**config.mk**
```make
export PLATFORM = sky130hd
export DESIGN_NAME = uart_tx_buffered
export DESIGN_NICKNAME = d
export VERILOG_FILES = /design/src/rtl/uart_pkg.sv /design/src/rtl/uart_tx_fifo.sv /design/src/rtl/uart_tx_buffered.sv
export SDC_FILE = /design/constraint.sdc
export NUM_CORES = 1
export LEC_CHECK = 0
export CAP_MARGIN = 20
export CORE_UTILIZATION = 45
export DETAILED_ROUTE_END_ITERATION = 12
export PLACE_DENSITY = 0.69
export SYNTH_ARGS = -nofsm -noshare
export SYNTH_HDL_FRONTEND = slang
export SYNTH_SLANG_ARGS = --single-unit
```
**constraint.sdc**
```tcl
create_clock -name clk -period 2.75 [get_ports clk]
set_clock_uncertainty 0.1 [all_clocks]
set_input_delay 0.275 -clock clk [delete_from_list [all_inputs] [get_ports clk]]
set_output_delay 0.275 -clock clk [all_outputs]
set_load 0.05 [all_outputs]
```
**src/rtl/uart_pkg.sv**
```systemverilog
// Shared types and helpers for the UART transmit path.
package uart_pkg;

  typedef enum logic [1:0] {TX_IDLE, TX_START, TX_DATA, TX_STOP} tx_state_t;

  localparam int DATA_BITS = 8;

  function automatic int bit_clks(input int half);
    return 2 * half;
  endfunction

endpackage

```
**src/rtl/uart_tx_fifo.sv**
```systemverilog
// Register-array FIFO with the head shown combinationally on rdata and a sticky overflow flag.
module uart_tx_fifo #(
  parameter int W  = 8,
  parameter int AW = 4
) (
  input  logic          clk,
  input  logic          rst,
  input  logic          wr_en,
  input  logic [W-1:0]  wdata,
  input  logic          rd_en,
  output logic [W-1:0]  rdata,
  output logic          full,
  output logic          empty,
  output logic [AW:0]   count,
  output logic          ovf
);

  localparam logic [AW:0] DEPTH = (AW + 1)'(2 ** AW);

  logic [W-1:0] mem [2 ** AW];
  logic [AW:0]  wptr;
  logic [AW:0]  rptr;
  logic         do_wr;
  logic         do_rd;

  // Flags come from pre-edge pointers, so a push while full is refused even if a pop happens on the same edge.
  assign count = wptr - rptr;
  assign full  = (count == DEPTH);
  assign empty = (wptr == rptr);
  assign rdata = mem[rptr[AW-1:0]];
  assign do_wr = wr_en && !full;
  assign do_rd = rd_en && !empty;

  always_ff @(posedge clk) begin
    if (do_wr) mem[wptr[AW-1:0]] <= wdata;
  end

  always_ff @(posedge clk or posedge rst) begin
    if (rst) begin
      wptr <= '0;
      rptr <= '0;
      ovf  <= 1'b0;
    end else begin
      if (do_wr) wptr <= wptr + 1'b1;
      if (do_rd) rptr <= rptr + 1'b1;
      if (wr_en && full) ovf <= 1'b1;
    end
  end

endmodule

```
**src/rtl/uart_tx_buffered.sv**
```systemverilog
// 8N1 UART transmitter fed from a small FIFO; frames go back to back while bytes are queued.
module uart_tx_buffered
  import uart_pkg::*;
#(
  parameter int CLK_PER_HALF_BIT = 5208,
  parameter int FIFO_AW          = 4
) (
  input  logic               clk,
  input  logic               rst,
  input  logic [7:0]         sdata,
  input  logic               tx_start,
  output logic               full,
  output logic               tx_busy,
  output logic               ovf,
  output logic [FIFO_AW:0]   count,
  output logic               txd
);

  localparam int          BIT_CLKS = bit_clks(CLK_PER_HALF_BIT);
  localparam logic [31:0] LAST_CLK = 32'(BIT_CLKS - 1);
  localparam logic [2:0]  LAST_BIT = 3'(DATA_BITS - 1);

  tx_state_t  state;
  logic [31:0] cnt;
  logic [2:0]  bit_idx;
  logic [7:0]  shreg;
  logic [7:0]  head;
  logic        empty;
  logic        expire;
  logic        pop;

  uart_tx_fifo #(
    .W  (8),
    .AW (FIFO_AW)
  ) u_fifo (
    .clk   (clk),
    .rst   (rst),
    .wr_en (tx_start),
    .wdata (sdata),
    .rd_en (pop),
    .rdata (head),
    .full  (full),
    .empty (empty),
    .count (count),
    .ovf   (ovf)
  );

  assign expire  = (cnt == LAST_CLK);
  assign pop     = !empty && ((state == TX_IDLE) || (state == TX_STOP && expire));
  assign tx_busy = (state != TX_IDLE) || !empty;

  always_ff @(posedge clk or posedge rst) begin
    if (rst) begin
      state   <= TX_IDLE;
      cnt     <= '0;
      bit_idx <= '0;
      shreg   <= '0;
      txd     <= 1'b1;
    end else begin
      case (state)
        TX_IDLE: begin
          cnt <= '0;
          if (pop) begin
            shreg <= head;
            txd   <= 1'b0;
            state <= TX_START;
          end
        end
        TX_START: begin
          if (expire) begin
            cnt     <= '0;
            txd     <= shreg[0];
            shreg   <= shreg >> 1;
            bit_idx <= '0;
            state   <= TX_DATA;
          end else begin
            cnt <= cnt + 1'b1;
          end
        end
        TX_DATA: begin
          if (expire) begin
            cnt <= '0;
            if (bit_idx == LAST_BIT) begin
              txd   <= 1'b1;
              state <= TX_STOP;
            end else begin
              bit_idx <= bit_idx + 1'b1;
              txd     <= shreg[0];
              shreg   <= shreg >> 1;
            end
          end else begin
            cnt <= cnt + 1'b1;
          end
        end
        TX_STOP: begin
          if (expire) begin
            cnt <= '0;
            if (pop) begin
              shreg <= head;
              txd   <= 1'b0;
              state <= TX_START;
            end else begin
              state <= TX_IDLE;
            end
          end else begin
            cnt <= cnt + 1'b1;
          end
        end
        default: begin
          state <= TX_IDLE;
          txd   <= 1'b1;
        end
      endcase
    end
  end

endmodule

```
### Port wiring, run 1

The bar under the picture is 50 µm long.
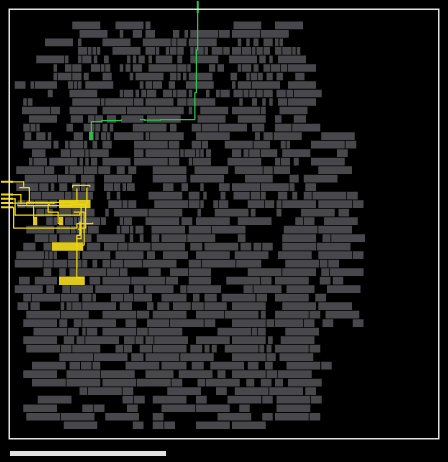
`count`: drawn in yellow, bits 5, direction output, end cells 5, buffers 8, wire 223 µm. `tx_busy`: drawn in green, bits 1, direction output, end cells 1, buffers 1, wire 67.6 µm.
I/O Pins: 20
IO Port Bufs: 19

### Local utilization, run 1

The bar under the picture is 50 µm long. 14 x 14 tiles, from black (low) to pale yellow (high), 0 to 100% covered.
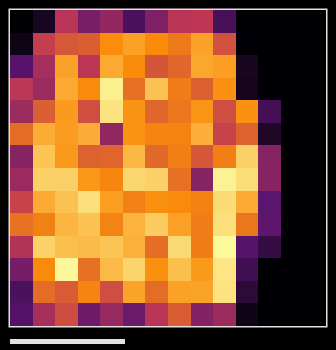
The mean over all tiles is 51%. 32% of the tiles are over 75% full. The emptiest ninth of the die: upper right. The fullest tile reaches 99%. 19% of the tiles are nearly empty.
Core Util, Final: 0.5623
core area: 17540 µm²

### Floorplan with the power grid, run 1

The bar under the picture is 50 µm long. Pins as bars on the die edge.
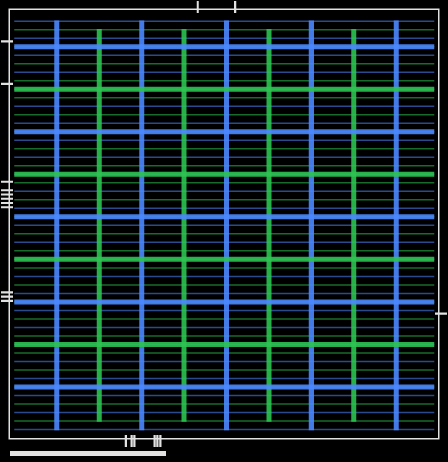
VSS: drawn in blue. VDD: drawn in green.
The core has 48 rows. 9 straps on met4.
Die Wd: 136.9 µm
die extent in y: 136.9 µm
Peak VDD IR: 2.106 mV

### Placed cells, one color a class, run 1

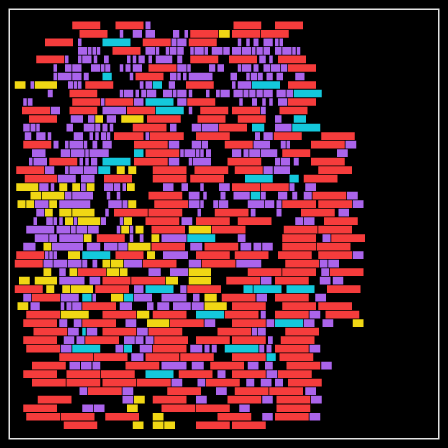
all other logic: drawn in purple, cells 381, share of their area 31%. flip-flops: drawn in red, cells 185, share of their area 55%. other buffers and delay cells: drawn in yellow, cells 61, share of their area 7.4%. clock drivers and dummy loads: drawn in cyan, cells 32, share of their area 6.0%.
flop share of the area: 0.5350
row cnt: 48
final instance area: 9861 µm²

==> ci_impl_report.md, run 1 <==
### Flow metrics

| Metric | Value |
|---|---|
| Mapped Nets | `between 600 and 700` |
| Met3 usage | `0.04778` |
| Critical path class | `reg2out` |
| Late-Pin Clk Latency | `roughly 430 ps` |
| Tool warnings | `36` |
| DP Worst Slack | `-21.84 ps` |
| Worst slew margin | `0.4878` |
| Setup tns final | `-398.3 ps` |
| Combinational power | `roughly 5 mW` |
| Vias | `~5000` |
| GR peak layer | `met2` |
| NetSw | `4.229 mW` |
| Outcome | `finished with violations` |
| Chip area | `18730 µm²` |
| Final setup vio count | `10` |
| Most instantiated logic cells after routing | `edfxtp_1 (128), mux2i_1 (56), dfrtp_1 (55), nor2_1 (45), nand2_1 (31)` |
| Setup WS post-layout | `-95.03 ps` |
| Final ANT Viol Nets | `0` |
| Failing checks | `setup timing` |
| Yosys top cell by area | `edfxtp_1` |
| Postcts setup bufs | `7` |
| Reg-to-Reg Start | `u_fifo.wptr[0]` |
| Post-Route WL | `between 15000 and 20000 µm` |
| Critical path arrival | `2470 ps` |
| Post-synth EDFFs | `around 130` |
| Routability cong. | `roughly 0.8` |
| Post-Syn Area | `between 8000 and 9000 µm²` |
| Register area share after synthesis | `0.6441` |
| DP Wirelength | `11810 µm` |
| Gr ovfl total | `0` |
| Gate power share | `0.462` |
| Layout cells sized above 1 | `0.2049` |
| Clock net power | `2.39 mW` |
| Total Power | `11.15 mW` |
| Mux area share | `0.09784` |
| First-pass GRT wire length | `27580 µm` |
| F_max | `351.5 MHz` |
| Vias per inst | `around 5.6` |
| DRC violation total after the first TritonRoute iteration | `approximately 330` |
| Power Internal | `~6.9 mW` |
| And+or+nand+nor area frac | `0.1052` |
| Most instantiated cells after synthesis | `edfxtp_1 (128), dfrtp_1 (56), mux2i_1 (56), nor2_1 (56), nand2_1 (31)` |
| Post-DP Area | `a little over 9000 µm²` |
| Clock power share | `0.214` |
| Worst Setup EP | `full` |
| #FFs+latches synth | `~190` |
| XOR/XNOR Area Share | `0.04281` |
| Hold Vio Cnt, Final | `0` |
| Worst setup EP type | `output pin` |
| Hold_ws | `118.0 ps` |
| Tmin final | `roughly 2800 ps` |
run 1: layout make-up:
type                       instances  area, µm²  area share
clock buffer                      18      429.2     0.04352
clock inverter                    14      150.1     0.01523
sequential                       185       5275      0.5350
inverter                          18      71.32    0.007233
timing repair buffer              61      710.7     0.07207
multi-input combinational        363       2943      0.2984
tap                              225      281.5     0.02855
run 1: worst max-delay path, cell delays in order, from the launching register on:
cell and delay [ps]:
dfrtp_1 390, inv_2 80, ha_4 130, inv_2 40, fa_2 350, a21o_1 200, a21oi_4 180, xor2_4 190
o211ai_4 100, buf_6 140, clkinvlp_4 100, buf_12 140
run 1: registers in the layout (all words and copies together) (netlist names):
signal / cells
u_fifo.wptr: 5
shreg: 8
state: 2
u_fifo.ovf: 1
u_fifo.mem: 128
u_fifo.rptr: 5
bit_idx: 3
cnt: 32
txd: 1
==> run 1 -> run 2 <==
--- a/config.mk
+++ b/config.mk
@@ -8,6 +8,7 @@
 export CAP_MARGIN = 20
 export CORE_UTILIZATION = 45
 export DETAILED_ROUTE_END_ITERATION = 12
+export GPL_TIMING_DRIVEN = 0
 export PLACE_DENSITY = 0.69
 export SYNTH_ARGS = -nofsm -noshare
 export SYNTH_HDL_FRONTEND = slang
==> constraint.sdc (replaced) <==
create_clock -name clk -period 2.75 [get_ports clk]
set_clock_uncertainty 0.1 [all_clocks]
set_input_delay 0.275 -clock clk [delete_from_list [all_inputs] [get_ports clk]]
set_output_delay 0.275 -clock clk [all_outputs]
set_load 0.1 [all_outputs]
### Track usage over the die, run 2

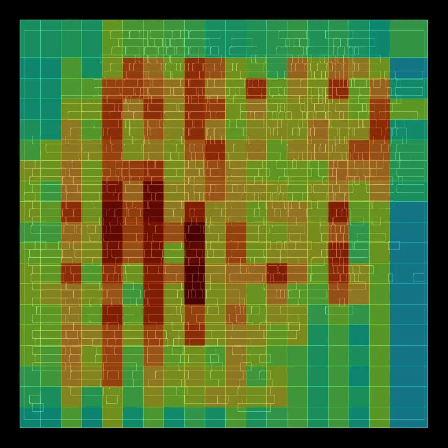
met1 layer usage reported by global route: 0.2591
GR peak layer: met2
GRT Util Overall: 0.2046
GR Layer Usage met2: 0.3370

==> ci_impl_report.md, run 2 <==
### Flow metrics

| Metric | Value |
|---|---|
| Outcome | `finished with violations` |
| Failing checks | `setup timing` |
| First-pass GRT wire length | `27950 µm (+1.3%)` |
| Gate power share | `0.486 (+0.024)` |
| Tmin final | `2901 ps (+55.89 ps)` |
| Sequential cell area | `5275 µm² (unchanged)` |
| Setup WS post-layout | `-150.9 ps (-55.89 ps)` |
| # Taps | `225 (unchanged)` |
| Most instantiated logic cells after routing | `edfxtp_1 (128), mux2i_1 (56), dfrtp_1 (53), nor2_1 (44), nand2_1 (31)` |
| Hold Vio Cnt, Final | `0 (unchanged)` |
| F_max | `344.7 MHz (-1.9%)` |
| Chip area | `18730 µm² (unchanged)` |
| Seq_cells | `185 (unchanged)` |
| CLK BUF | `19 (+1)` |
| Slowest stage delay, CP | `420 ps (+30 ps)` |
| Max-area cell class | `sequential cells` |
| Post-Route WL | `18080 µm (+2.4%)` |
| Core area | `17540 µm² (unchanged)` |
| Non-clk buf share | `0.08230 (+0.01022)` |
| Worst setup EP type | `output pin` |
| Worst path slowest cell | `dfrtp_2` |
| Setup tns final | `-4266 ps (-3867 ps)` |
| Hold_ws | `42.23 ps (-75.73 ps)` |
| NetSw | `4.908 mW (+16%)` |
| Post-synth EDFFs | `128 (unchanged)` |
| Post-DP Area | `8793 µm² (-3.0%)` |
| Critical path arrival | `2530 ps (+60 ps)` |
| Final ANT Viol Nets | `0 (unchanged)` |
| DP Wirelength | `11390 µm (-3.6%)` |
| Postcts setup bufs | `29 (+22)` |
| Inverters | `18 (unchanged)` |
| Power Internal | `6.816 mW (-1.5%)` |
| Final instance area | `10050 µm² (+1.9%)` |
| Most instantiated cells after synthesis | `edfxtp_1 (128), dfrtp_1 (56), mux2i_1 (56), nor2_1 (56), nand2_1 (31)` |
| Crit-path cells | `inv_2 > ha_4 > inv_2 > fa_2 > a21o_1 > a21oi_4 > xor2_4 > o211ai_4 > clkinvlp_4 > buf_12` |
| Layout cells sized above 1 | `0.2312 (+0.02637)` |
| Yosys top cell by area | `edfxtp_1` |
| Vias per inst | `5.679 (+1.3%)` |
| Die Wd | `136.9 µm (unchanged)` |
| Flop share of the area | `0.5249 (-0.01005)` |
| Max reg flops | `128 (unchanged)` |
| Row cnt | `48 (unchanged)` |
| Total Power | `11.72 mW (+5.1%)` |
| Gr ovfl total | `0 (unchanged)` |
| CP top delay family | `adder cells` |
| Routability cong. | `0.8384 (+6.3%)` |
| Clock network contribution to total cell area | `0.05727 (-0.001478)` |
| CP most frequent cell | `inv_2` |
| Comb/total area | `0.3001 (+0.001612)` |
| Critical path class | `reg2out` |
| Clock net power | `2.39 mW (about the same)` |
| Gate Area | `3015 µm² (+2.5%)` |
| Final setup vio count | `73 (+63)` |
| DRC violation total after the first TritonRoute iteration | `344 (+4.9%)` |
| Vias | `5134 (+3.5%)` |
| Late-Pin Clk Latency | `430 ps (about the same)` |
| Die extent in y | `136.9 µm (unchanged)` |
| Register area share after synthesis | `0.6441 (unchanged)` |
| Bufs and invs on worst path | `4 (-1)` |
| Tool warnings | `36 (unchanged)` |
### Local utilization, run 2

The bar under the picture is 50 µm long. 14 x 14 tiles, from black (low) to pale yellow (high), 0 to 100% covered.
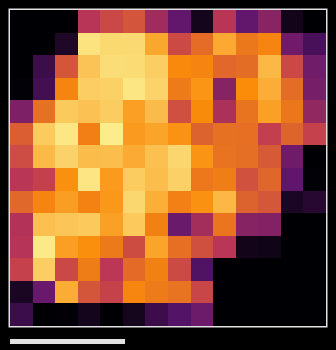
Core Util, Final: 0.5731
fp util: 0.4667

-- run 2: cell counts after synthesis --
Identical to the previous run, type by type.
-- run 2: path summary, 6_finish.rpt --
path,slack (ps),to,cells after the start
min reg2reg,360,u_fifo.ovf,1
max in group asynchronous,1930,u_fifo.rptr[2],3
max reg2reg,-140,u_fifo.mem[12][3],14
min in group clk,150,u_fifo.ovf,2
max,-150,full,10
min,40,shreg[2],2
-- run 2: cells by family after synthesis --
logic type,after synthesis,share of synthesized area
compound gates,65,0.05748
xor+xnor,40,0.04281
buf+inv,44,0.02416
mux,70,0.09784
simple gates,170,0.1052
fa+ha+maj,18,0.02844
flops,185,0.6441
No activity file was given, so power comes from the tool's default toggle rates.
